[config.mk]
export PLATFORM = sky130hd
export DESIGN_NAME = ram_trace_packetizer
export DESIGN_NICKNAME = d
export VERILOG_FILES = /design/src/rtl/ram_trace_packetizer.sv
export SDC_FILE = /design/constraint.sdc
export NUM_CORES = 1
export LEC_CHECK = 0
export CAP_MARGIN = 40
export CORE_ASPECT_RATIO = 1.1
export CORE_UTILIZATION = 58
export CTS_CLUSTER_SIZE = 40
export DETAILED_ROUTE_END_ITERATION = 12
export GPL_TIMING_DRIVEN = 1
export PLACE_DENSITY_LB_ADDON = 0.08
export REMOVE_ABC_BUFFERS = 1
export SLEW_MARGIN = 30
export SYNTH_ARGS = -nofsm -noshare
export SYNTH_HDL_FRONTEND = slang
export SYNTH_SLANG_ARGS = --single-unit
[constraint.sdc]
create_clock -name mclk -period 5.7 [get_ports mclk]
set_clock_uncertainty 0.2 [all_clocks]
set_input_delay 1.14 -clock mclk [delete_from_list [all_inputs] [get_ports mclk]]
set_output_delay 1.14 -clock mclk [all_outputs]
set_load 0.05 [all_outputs]
[src/rtl/ram_trace_packetizer.sv]
// PSRAM bus event tracer: captures address/write (and optionally read) events as 32-bit packets
// and streams them MSB-first to the FX2 slave FIFO. Optional read capture: define TRACE_READS_EN.
module ram_trace_packetizer #(
  parameter int ADDR_W       = 23,
  parameter int DATA_W       = 16,
  parameter int FIFO_AW      = 4,
  parameter int FLUSH_CYCLES = 4096
) (
  input  logic               mclk,
  input  logic               reset,
  input  logic               ev_strobe,
  input  logic               ram_write_sync,
  input  logic               ram_addr_sync,
  input  logic               ram_read_sync,
  input  logic [ADDR_W-1:0]  ram_a_sync,
  input  logic [DATA_W-1:0]  ram_d_sync,
  input  logic               usb_full,
  output logic [7:0]         usb_d,
  output logic               usb_slwr_n,
  output logic               usb_pktend_n,
  output logic [FIFO_AW:0]   fifo_level,
  output logic [15:0]        drop_count,
  output logic               overflow_pulse
);

  localparam int DEPTH = 1 << FIFO_AW;
  localparam int TW    = $clog2(FLUSH_CYCLES);
  localparam logic [FIFO_AW:0]   CNT_FULL   = (FIFO_AW+1)'(DEPTH);
  localparam logic [FIFO_AW:0]   CNT_ONE    = (FIFO_AW+1)'(1);
  localparam logic [FIFO_AW-1:0] PTR_ONE    = FIFO_AW'(1);
  localparam logic [TW-1:0]      TIMER_LAST = TW'(FLUSH_CYCLES - 1);
  localparam logic [TW-1:0]      TIMER_ONE  = TW'(1);

  typedef enum logic [2:0] {
    S_IDLE,
    S_LOAD,
    S_SETUP,
    S_STROBE,
    S_FLUSH
  } state_t;

  state_t               state;
  logic [31:0]          mem [0:DEPTH-1];
  logic [FIFO_AW-1:0]   wr_ptr;
  logic [FIFO_AW-1:0]   rd_ptr;
  logic [FIFO_AW:0]     count;
  logic [23:0]          shreg;
  logic [1:0]           idx;
  logic                 dirty;
  logic [TW-1:0]        timer;

  logic                 ev_valid;
  logic [31:0]          ev_pkt;
  logic                 pop;
  logic                 full_eff;
  logic                 marker_req;
  logic                 push;
  logic [31:0]          push_data;

  always_comb begin
    ev_valid = 1'b0;
    ev_pkt   = '0;
    if (ev_strobe) begin
      if (ram_write_sync) begin
        ev_valid = 1'b1;
        ev_pkt   = {2'b01, 30'(ram_d_sync)};
      end else if (ram_addr_sync) begin
        ev_valid = 1'b1;
        ev_pkt   = {2'b00, 30'(ram_a_sync)};
      end
`ifdef TRACE_READS_EN
      else if (ram_read_sync) begin
        ev_valid = 1'b1;
        ev_pkt   = {2'b10, 30'(ram_a_sync)};
      end
`endif
    end
  end

`ifndef TRACE_READS_EN
  logic unused_read;
  assign unused_read = ram_read_sync;
`endif

  // A pop in LOAD frees a slot in the same cycle, so a full FIFO can still accept a push.
  // The drop marker owns the single write port whenever it is pending and there is room.
  assign pop        = (state == S_LOAD);
  assign full_eff   = (count == CNT_FULL) && !pop;
  assign marker_req = (drop_count != 16'd0) && !full_eff;
  assign push       = marker_req || (ev_valid && !full_eff);
  assign push_data  = marker_req ? {2'b11, 14'd0, drop_count} : ev_pkt;
  assign fifo_level = count;

  always_ff @(posedge mclk) begin
    if (push) mem[wr_ptr] <= push_data;
  end

  always_ff @(posedge mclk or posedge reset) begin
    if (reset) begin
      wr_ptr         <= '0;
      rd_ptr         <= '0;
      count          <= '0;
      drop_count     <= 16'd0;
      overflow_pulse <= 1'b0;
    end else begin
      overflow_pulse <= 1'b0;
      if (push) wr_ptr <= wr_ptr + PTR_ONE;
      if (pop)  rd_ptr <= rd_ptr + PTR_ONE;
      case ({push, pop})
        2'b10:   count <= count + CNT_ONE;
        2'b01:   count <= count - CNT_ONE;
        default: count <= count;
      endcase
      if (marker_req) begin
        drop_count     <= ev_valid ? 16'd1 : 16'd0;
        overflow_pulse <= ev_valid;
      end else if (ev_valid && full_eff) begin
        overflow_pulse <= 1'b1;
        if (drop_count != 16'hFFFF) drop_count <= drop_count + 16'd1;
      end
    end
  end

  // Host handshake: usb_slwr_n pulses low for one cycle, only after a SETUP cycle that saw
  // usb_full low; usb_d is held from SETUP through STROBE so the FX2 latches a stable byte.
  always_ff @(posedge mclk or posedge reset) begin
    if (reset) begin
      state        <= S_IDLE;
      shreg        <= '0;
      idx          <= 2'd0;
      usb_d        <= 8'h00;
      usb_slwr_n   <= 1'b1;
      usb_pktend_n <= 1'b1;
      dirty        <= 1'b0;
      timer        <= '0;
    end else begin
      case (state)
        S_IDLE: begin
          if (count != '0) begin
            state <= S_LOAD;
          end else if (dirty) begin
            if (timer == TIMER_LAST) begin
              state        <= S_FLUSH;
              usb_pktend_n <= 1'b0;
            end else begin
              timer <= timer + TIMER_ONE;
            end
          end
        end
        S_LOAD: begin
          shreg <= mem[rd_ptr][23:0];
          usb_d <= mem[rd_ptr][31:24];
          idx   <= 2'd3;
          timer <= '0;
          state <= S_SETUP;
        end
        S_SETUP: begin
          if (!usb_full) begin
            usb_slwr_n <= 1'b0;
            state      <= S_STROBE;
          end
        end
        S_STROBE: begin
          usb_slwr_n <= 1'b1;
          dirty      <= 1'b1;
          if (idx == 2'd0) begin
            state <= S_IDLE;
          end else begin
            idx   <= idx - 2'd1;
            usb_d <= shreg[23:16];
            shreg <= {shreg[15:0], 8'h00};
            state <= S_SETUP;
          end
        end
        S_FLUSH: begin
          usb_pktend_n <= 1'b1;
          dirty        <= 1'b0;
          timer        <= '0;
          state        <= S_IDLE;
        end
        default: state <= S_IDLE;
      endcase
    end
  end

endmodule

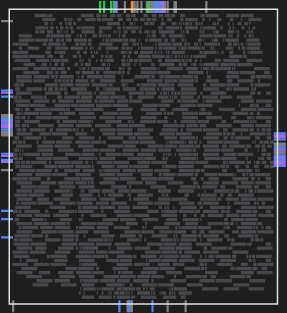
**Above:** run 1 (I/O pins on the die edge).
Scale: 1.5 px per um. Pins as bars across the die edge, other pins in grey.
| colour | port | pins | direction | edge |
|---|---|---|---|---|
| orange | ev_strobe | 1 | input | top |
| green | fifo_level | 5 | output | top |
| purple | ram_d_sync | 16 | input | 6 left, 6 right, 4 top |
| blue | ram_a_sync | 23 | input | 10 left, 6 right, 4 top, 3 bottom |
all pins by edge: 30 top, 23 left, 16 right, 9 bottom

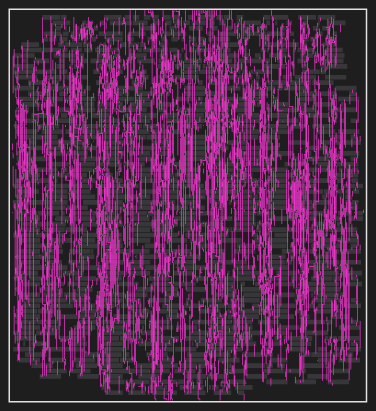
**Above:** run 1 (signal wires on met2).
Scale: 2 px per um. Cells faint in the background.
longest straight run: 120 um
share of all routed wire: 49%
nets with wire on the layer: 1173

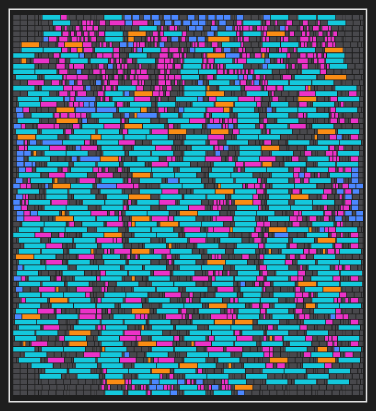
**Above:** run 1 (placed cells, one colour a class).
Scale: 2 px per um. Fill, decap, tap and diode cells in grey.
| colour | class | cells | share of their area |
|---|---|---|---|
| magenta | all other logic | 635 | 24% |
| blue | other buffers and delay cells | 131 | 6.1% |
| orange | clock drivers and dummy loads | 88 | 7.0% |
| cyan | flip-flops | 482 | 63% |

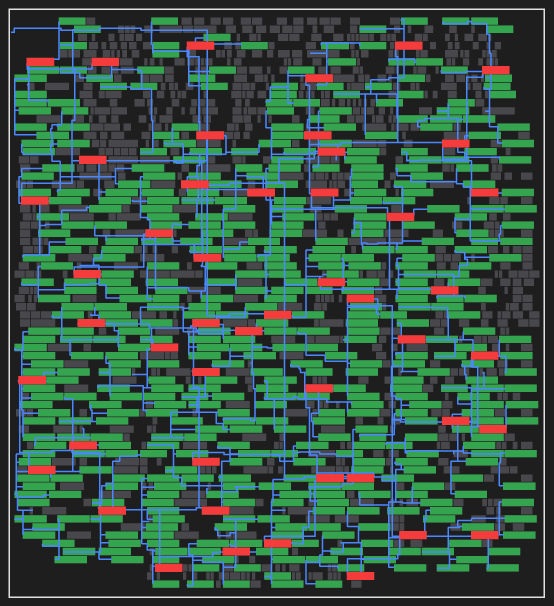
**Above:** run 1 (clock wires, drivers and flops).
Scale: 3 px per um.
[blue] clock wires | length: 5250 um
[red] cells driving clock nets | count: 48
[green] flip-flops | count: 482
routed clock nets: 49
flops lie: all over the die

==> changes_impl.md, run 1 <==
### Metrics

- Fin crit period: around 3.4 ns
- Wl on met1: between 15 and 20 mm
- Layout non-clock buf frac: 0.0592
- R2R Setup Slk: 2.37 ns
- Layout clock area frac: 0.0687
- DP HPWL: about 27 mm
- Most used DFF post-synth: edfxtp_1
- Final worst setup slack: about 2.3 ns
- Basic Gates by Area: 0.0621
- Flip-flops with a built-in enable: 400
- Drt drc: 0
- Crit. Startpoint: drop_count[4]
- CP cell instances: clkdlybuf4s50_1
- Layout Cells excl Fill: approximately 1800
- Min-delay src: idx[0]
- Repair and plain buffers: 131
- Initial DRC Count: 1102
- Detail Route Antenna Nets: 0
- Ys flops: around 480
- CTS H-Tree Depth: 2
- CP Launch Type: flop
- Syn avg cell area: around 17 um^2
- Comb. cell area: about 0.0053 mm^2
- Reg2Reg Depth: 7
- Crit Path Category: flop to primary output
- Synth top area share: 0.609
- Inverters: 16
- CP max stage delay: a little under 0.9 ns
- Yosys top cell by instances: edfxtp_1
- Hold worst-path end: idx[0]
- Most frequent logic cell in the layout: edfxtp_1
- Status: finished clean
- Setup slack after placement: 1.67 ns
- # setup viols final: 0
- Initial antenna violation count: 0
- First-pass GRT wire length: ~68 mm
- Clock sinks: approximately 480
- Post-cts hold-fix buffer tally: 0
- DP Cell Count: ~1700
- Die height: 195 um
- Routing usage on met1: 0.378
- P_int: between 7 and 8 mW
- DP Area: ~0.021 mm^2
- CP Capture Point: drop_count[4]
- CP max FO: 8
- Largest net degree at the start of global routing: slightly above 60
- TritonCTS Buffers: 48
- Final hold viol count: 0
- Hold Crit Class: flop to flop
- Distinct cells, synth: 63
- Clk. pwr: around 3.2 mW
- Layout cell share with drive strength beyond 1: 0.189
- Adder-Cell Fraction of Synth Area: 0.00761
- Fp_density: 0.591
==> run 2: changes to the inputs <==
clock period = 3.3 ns   (was 5.7 ns; I/O delays follow)
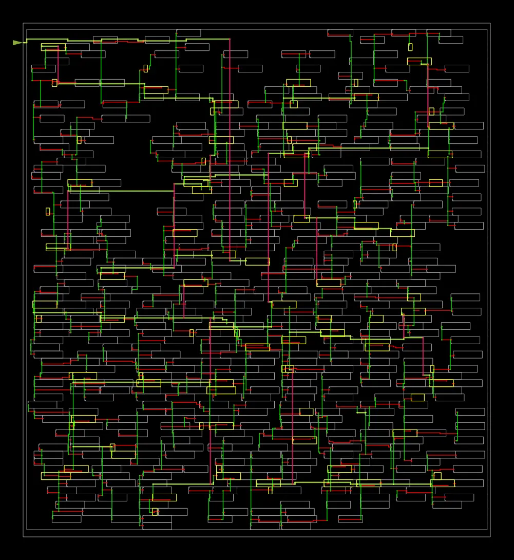
**Above:** run 2 (clock routing).
TritonCTS Buffers: 48
Clk. pwr: 5.32 mW

==> changes_impl.md, run 2 <==
### Metrics

- Synth top area share: 0.609
- Crit. Startpoint: drop_count[0]
- Distinct cells, synth: ~63
- Combinational Gates: around 620
- Setup slack after placement: around 0.12 ns
- Most used DFF post-synth: edfxtp_1
- R2R Setup Slk: 0.21 ns
- I/O Buffers: 76
- DP HPWL: about 29 mm
- Antenna cells: 1
- Post-cts hold-fix buffer tally: 0
- Leak: approximately 8.2 nW
- Final worst setup slack: about 0.21 ns
- Die height: ~200 um
- Reg2Reg Depth: 11
- DP Cell Count: roughly 1700
- Adder-Cell Fraction of Synth Area: 0.00761
- Grt met3 use: 0.0442
- Clock sinks: 482
- Yosys cell count: 1190
- Layout Cells excl Fill: 1806
- Drt drc: 0
- Top cells excl fill/tap: edfxtp_1 (400), dfrtp_1 (78), clkdlybuf4s50_1 (76)
- Rel. slew slack: 0.473
- DP Area: ~0.022 mm^2
- Max-cap violations: 0
- CP max FO: 16
- Met3 wire len: a little under 3 mm
- Comb. cell area: approximately 0.0053 mm^2
- Inverters: 16
- Layout non-clock buf frac: 0.0727
- Combinational share of cell area: 0.229
- Largest net degree at the start of global routing: roughly 67
- Layout clock area frac: 0.0667
- Crit Path Category: flop to flop
- Detail Route Antenna Nets: 0
- Status: finished clean
- Routing usage on met1: 0.379
- OpenROAD warning count: 31
- FF-to-FF Start: drop_count[0]
- Repair and plain buffers: between 150 and 200
- Cell family with most CP delay: buffers and inverters
- Ys flops: just under 500
- Max-slew violations: 0
- Fin crit period: ~3.1 ns
- Basic Gates by Area: 0.0621
- First-pass GRT wire length: approximately 70 mm
- Syn avg cell area: 16.6 um^2
- Most frequent logic cell in the layout: edfxtp_1
- # setup viols final: 0
- Sw frac: 0.315
- Flip-flops with a built-in enable: 400
- Initial DRC Count: roughly 860
- Fp_density: 0.591
- Top cells by count, synth: edfxtp_1 (400), dfrtp_1 (80), nor2_1 (80)
- Layout cell share with drive strength beyond 1: 0.211
- Mux share: 0.115
- Post-CTS Setup Repair Bufs: 0
- CP Capture Point: mem[1][14]
- Yosys top cell by instances: edfxtp_1
- CP max stage delay: 0.45 ns
- CTS H-Tree Depth: 2
- Comb pwr: 5.71 mW
- Clock buffers: between 60 and 70
- P_int: roughly 13 mW
- CP Launch Type: flop
- Top Usage Layer GRT: met2
- Final hold viol count: 0
- CTS tree: done
- Seq pwr share: 0.439
- Wl on met1: between 15 and 20 mm
- Initial antenna violation count: 0
- CP cell instances: inv_1, ha_1, nor4b_1, nand4_1, nand2_1, inv_2, buf_4, buf_4, a221oi_1, a21oi_1, buf_4
- Hold Crit Class: input pin to asynchronous set/reset pin
- Routed WL per cell: between 20 and 30 um
- Routed met2 length: about 23 mm
- Vias per cell: between 6 and 7
No activity file was given, so power comes from the tool's default toggle rates.
